M2 wires:
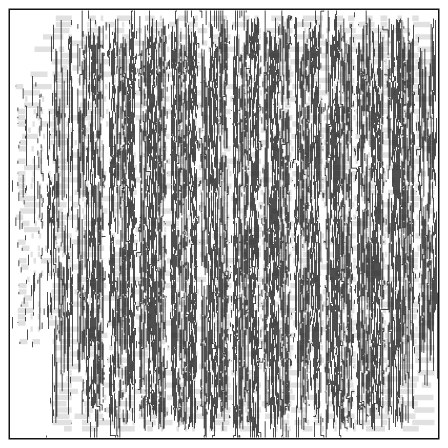
Logic cells by family:
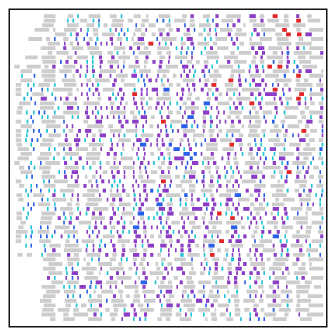
Routing congestion map:
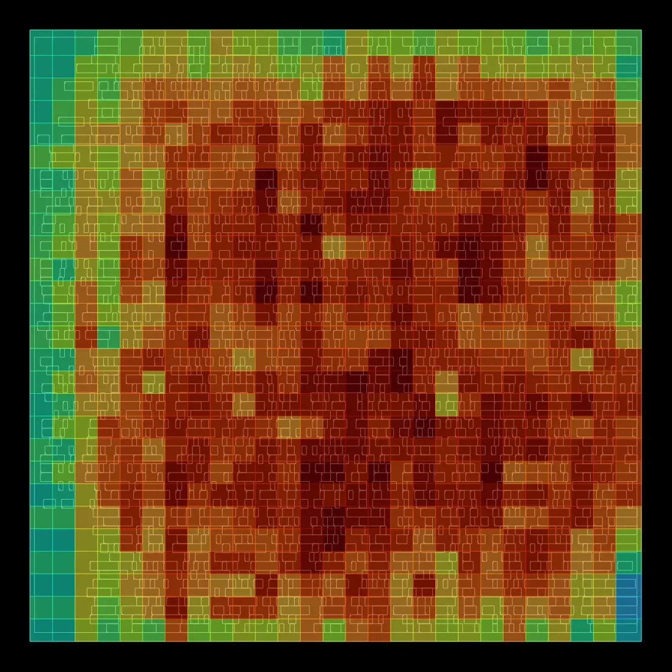
Sequential cells coloured by netlist name:
Other sequential cells in the stronger grey, the rest of the logic in the fainter grey.
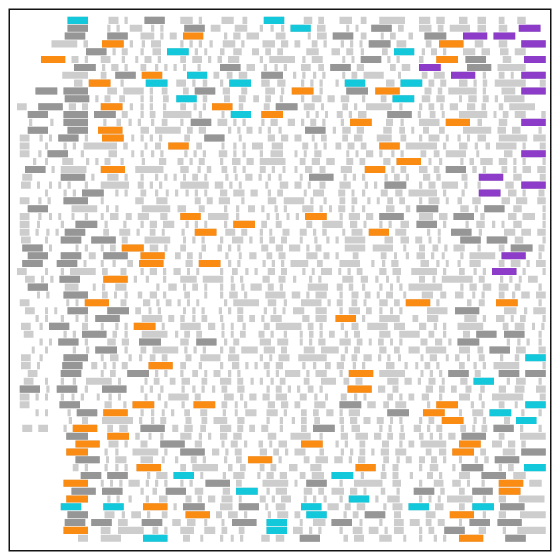
==> src/rtl/dr_pkg.sv <==
// Shared dual-rail definitions: rail indices, per-bit rail type and two-phase
// decode helpers used by the receiver.
package dr_pkg;

    localparam int RAIL_NUM = 2;
    localparam int RAIL_0   = 0;
    localparam int RAIL_1   = 1;

    typedef logic [RAIL_NUM-1:0] dr_bit_t;

    typedef enum logic {
        ST_EMPTY = 1'b0,
        ST_FULL  = 1'b1
    } rx_state_e;

    // A bit is done once either rail differs from its reference phase.
    function automatic logic tp_done(dr_bit_t cur, dr_bit_t ref_r);
        return |(cur ^ ref_r);
    endfunction

    // Decoded value: a toggle on rail[1] means '1'.
    function automatic logic tp_val(dr_bit_t cur, dr_bit_t ref_r);
        dr_bit_t d;
        d = cur ^ ref_r;
        return d[RAIL_1];
    endfunction

    function automatic logic tp_bad(dr_bit_t cur, dr_bit_t ref_r);
        dr_bit_t d;
        d = cur ^ ref_r;
        return d[RAIL_0] & d[RAIL_1];
    endfunction

endpackage

==> src/rtl/dr_sync.sv <==
// Two-flop synchronizer bank for asynchronous rail inputs.
module dr_sync #(
    parameter int N = 1
) (
    input  logic         clk,
    input  logic         rst,
    input  logic [N-1:0] d_i,
    output logic [N-1:0] q_o
);

    logic [N-1:0] s1_q;
    logic [N-1:0] s2_q;

    always_ff @(posedge clk) begin
        if (rst) begin
            s1_q <= '0;
            s2_q <= '0;
        end else begin
            s1_q <= d_i;
            s2_q <= s1_q;
        end
    end

    assign q_o = s2_q;

endmodule

==> src/rtl/dr_tp_rx.sv <==
// Two-phase dual-rail link receiver: synchronizes the rails, detects word
// completion, decodes into a valid/ready output slot and toggles the link ack.
module dr_tp_rx
    import dr_pkg::*;
#(
    parameter int WIDTH = 32,
    parameter int CNT_W = 16
) (
    input  logic                           clk,
    input  logic                           rst,
    input  logic [WIDTH-1:0][RAIL_NUM-1:0] in,
    output logic                           ack_o,
    output logic [WIDTH-1:0]               data_o,
    output logic                           valid_o,
    input  logic                           ready_i,
    output logic                           err_o,
    output logic [CNT_W-1:0]               cnt_o
);

    logic [WIDTH-1:0][RAIL_NUM-1:0] s2;
    logic [WIDTH-1:0][RAIL_NUM-1:0] ref_q, ref_d;
    logic [WIDTH-1:0]               done;
    logic [WIDTH-1:0]               val;
    logic [WIDTH-1:0]               bad;
    logic                           complete;
    logic                           any_bad;
    logic                           capture;

    logic [WIDTH-1:0] data_q, data_d;
    logic             ack_q, ack_d;
    logic             err_q, err_d;
    logic [CNT_W-1:0] cnt_q, cnt_d;

    rx_state_e state_q, state_d;

    dr_sync #(
        .N(WIDTH * RAIL_NUM)
    ) u_sync (
        .clk (clk),
        .rst (rst),
        .d_i (in),
        .q_o (s2)
    );

    generate
        for (genvar gi = 0; gi < WIDTH; gi++) begin : g_bit
            assign done[gi] = tp_done(s2[gi], ref_q[gi]);
            assign val[gi]  = tp_val(s2[gi], ref_q[gi]);
            assign bad[gi]  = tp_bad(s2[gi], ref_q[gi]);
        end
    endgenerate

    assign complete = &done;
    assign any_bad  = |bad;
    // A word may be taken while the slot is being drained in the same cycle.
    assign capture  = complete && (!valid_o || ready_i);

    always_ff @(posedge clk) begin
        if (rst) begin
            state_q <= ST_EMPTY;
        end else begin
            state_q <= state_d;
        end
    end

    always_comb begin
        state_d = state_q;
        case (state_q)
            ST_EMPTY: if (capture) state_d = ST_FULL;
            ST_FULL:  if (!capture && ready_i) state_d = ST_EMPTY;
            default:  state_d = ST_EMPTY;
        endcase
    end

    always_comb begin
        valid_o = (state_q == ST_FULL);
    end

    always_comb begin
        ref_d  = ref_q;
        data_d = data_q;
        ack_d  = ack_q;
        cnt_d  = cnt_q;
        err_d  = err_q;
        if (capture) begin
            ref_d  = s2;
            data_d = val;
            ack_d  = ~ack_q;
            cnt_d  = cnt_q + CNT_W'(1);
            err_d  = err_q | any_bad;
        end
    end

    always_ff @(posedge clk) begin
        if (rst) begin
            ref_q  <= '0;
            data_q <= '0;
            ack_q  <= 1'b0;
            cnt_q  <= '0;
            err_q  <= 1'b0;
        end else begin
            ref_q  <= ref_d;
            data_q <= data_d;
            ack_q  <= ack_d;
            cnt_q  <= cnt_d;
            err_q  <= err_d;
        end
    end

    assign ack_o  = ack_q;
    assign data_o = data_q;
    assign err_o  = err_q;
    assign cnt_o  = cnt_q;

endmodule

==> config.mk <==
export PLATFORM = sky130hd
export DESIGN_NAME = dr_tp_rx
export DESIGN_NICKNAME = d
export VERILOG_FILES = /design/src/rtl/dr_pkg.sv /design/src/rtl/dr_sync.sv /design/src/rtl/dr_tp_rx.sv
export SDC_FILE = /design/constraint.sdc
export NUM_CORES = 1
export LEC_CHECK = 0
export ABC_AREA = 1
export CELL_PAD_IN_SITES_DETAIL_PLACEMENT = 2
export CELL_PAD_IN_SITES_GLOBAL_PLACEMENT = 2
export CORE_UTILIZATION = 31
export DETAILED_ROUTE_END_ITERATION = 8
export PLACE_DENSITY = 0.9
export SYNTH_ARGS = -nofsm -noshare
export SYNTH_HDL_FRONTEND = slang
export SYNTH_SLANG_ARGS = --single-unit
==> constraint.sdc <==
create_clock -name clk -period 1.78 [get_ports clk]
set_input_delay 0.356 -clock clk [delete_from_list [all_inputs] [get_ports clk]]
set_output_delay 0.356 -clock clk [all_outputs]
set_load 0.005 [all_outputs]
==> results_dict.tcl <==
# yosys + openroad results
set metrics [dict create \
    path_delay_family "simple AND/OR/NAND/NOR gates" \
    cts_hold_buf 0 \
    drt_iter0_drc 931 \
    lay_top_count "nand2_1" \
    wl_met2_um 36170 \
    flop_cell "dfxtp_1" \
    post_cts_buffers 46 \
    yosys_area_mm2 0.01063 \
    synth_area_mm2 0.01063 \
    cts_root_buf "clkbuf_16" \
    warnings 28 \
    fin_ws_ns -0.5369 \
    edf_count 0 \
    pre_cts_slack_ns -0.4547 \
    top_layer_used "met4" \
    yosysTopAreaCellShare_pct 45.76 \
    holdWs_ns 0.1776 \
    hold_path_depth 2 \
    ys_cells 1572 \
    grt-ovfl-total 0 \
    r2r-end "ref_q[3]" \
    power_density_mw_per_mm2 788.1 \
    diodes 0 \
    routabilityCongestion 0.8050 \
    dr.pass1.iters 5 \
    r2r_setup_slack_ns -0.54 \
    final_antenna_net_count 0 \
    cap_viol_max_count 0 \
    async_flop_share_pct 0 \
    adder_share_pct 0.1177 \
    area_growth_pct 57.87 \
    ctsResizeCount 383 \
    cts_made_buffers 27 \
    crit_path_end "ref_q[3]" \
    antenna_found_initial 0 \
    critPathMaxStageDelay_ns 0.39 \
    layout.nets 1905 \
    die_h_um 187.2 \
    synthAoiAreaFrac_pct 5.320 \
    seq_area_frac_synth_pct 45.76 \
    grt_pass1_vias 14100 \
    crit_cells 13 \
    hold_viol 0 \
    wl_met3_um 4245 \
    logic_family "simple AND/OR/NAND/NOR gates" \
    setup_tns_ns -47.19 \
    yosysUniqueCellTypes 18 \
    synthSimpleGateAreaFrac_pct 32.48 \
    synth.most_common_cell "nand2_1" \
    post_synth.cell_area_avg_um2 6.763 \
    slowest_stage "dfxtp_2" \
    power_mw 13.23 \
    worstMarginPinSlew_ns 0.4580 \
    fp.dieW_um 187.2 \
    ys_warn_count 0 \
    cp-start-kind "flop" \
    dp.cells 2171 \
    fmax_mhz 431.6 \
    fp_util_pct 31.63 \
    ys_ff 243 \
    worst_ep_required_time_ns 2.26 \
    failed_checks "negative setup slack" \
    rr_worst_depth 13 \
    drv_slew 0 \
    syn_inst 1572 \
    area_leaders "dfxtp_1 46%, nand2_1 18%, inv_1 9.6%" \
    top_area_cell "dfxtp_1" \
    final_cell_mix "318 x nand2_1, 218 x inv_1, 162 x nor2_1" \
    startpoint "u_sync.q_o[13]" \
    grt_max_degree 65 \
    path_buffers 4 \
    mux_share_pct 0 \
    clock_sinks 243 \
    portBuffers 117 \
    rr_startpoint "u_sync.q_o[13]" \
    path_cells "inv_1, nand2_1, nand2_1, nand3_2, nand2_2, nor2_4, nand2_4, nor2_4, buf_4, buf_12, buf_6, nand4_1, a21oi_2" \
    hpwlAfterDp_um 28720 \
    met1_length_um 27520 \
    outcome "complete, but fails checks" \
    cts.clk_slew.worst_paths_ns 0.08 \
    synthXorXnorAreaFrac_pct 2.060 \
    grt_first_pass_wirelength_um 94160 \
    critical_path_class "reg2reg" \
    setup_viol 117 \
    stdcell_area_mm2 0.01678 \
    skew_ns 0.02947 \
    h-tree-depth 1 \
    core_area_mm2 0.03362 \
    common_cells "521 x nand2_1, 271 x inv_1, 243 x dfxtp_1" \
    place_area_mm2 0.01297 \
    cts_tree "done" \
    vdd_drop_max_mv 0.8600 \
    min_to "data_o[20]" \
    grt_util_met1_pct 39.38 \
    critPathMaxFanout 11 \
    totalWireLength_um 74090 \
    grtUsageMet2_pct 63.80 \
    rows 67 \
]
Notes on 'M2 wires' above:
- longest straight run: 59.2 µm
- wire length on this layer: 36.2 mm
- share of all routed wire: 49%
- nets with wire on the layer: 1822
- main direction: vertical

Notes on 'logic cells by family' above:
- NOR gates: blue (cells 187; most used nor2_1; where widely spread)
- inverters: cyan (cells 279; most used inv_1; where widely spread)
- NAND gates: purple (cells 649; most used nand2_1)
- XOR/XNOR gates: red (cells 25; most used xor2_1)

Notes on 'routing congestion map' above:
GRT busiest layer: met2
fin util: 49.93%
post-DR wirelength/cell: 32.19 µm
GRT Total Usage: 35.28%

Notes on 'sequential cells coloured by netlist name' above:
- data_o: cyan (placed flops 32; where widely spread)
- ref_q: orange (placed flops 64; where widely spread)
- cnt_o: purple (placed flops 16; where north-east)
Register Area: 0.005214 mm²
flop share of the area: 31.06%
seq pwr: 5.62 mW

sequential cells by signal, indices dropped and copies added, names as in the netlist:
signal,flops
ack_o,1
valid_o,1
ref_q,64
u_sync.q_o,64
u_sync.s1_q,64
cnt_o,16
data_o,32
err_o,1
power breakdown:
part	leakage [nW]	total, mW	switching [mW]	internal, mW
sequential	2.07	5.62	0.135	5.49
combinational	5.11	1.03	0.633	0.400
clock	0.469	6.57	2.83	3.74
area by class of cell:
cell class,instances,area [µm²]
Clock buffer,35,765.7
Clock inverter,11,186.4
Fill cell,3694,16830
Inverter,279,1052
Multi-Input combinational cell,975,5504
Sequential cell,243,5214
Tap cell,448,560.5
Timing Repair Buffer,311,3501
Power figures rest on the tool's default switching activity, not on a simulated workload.
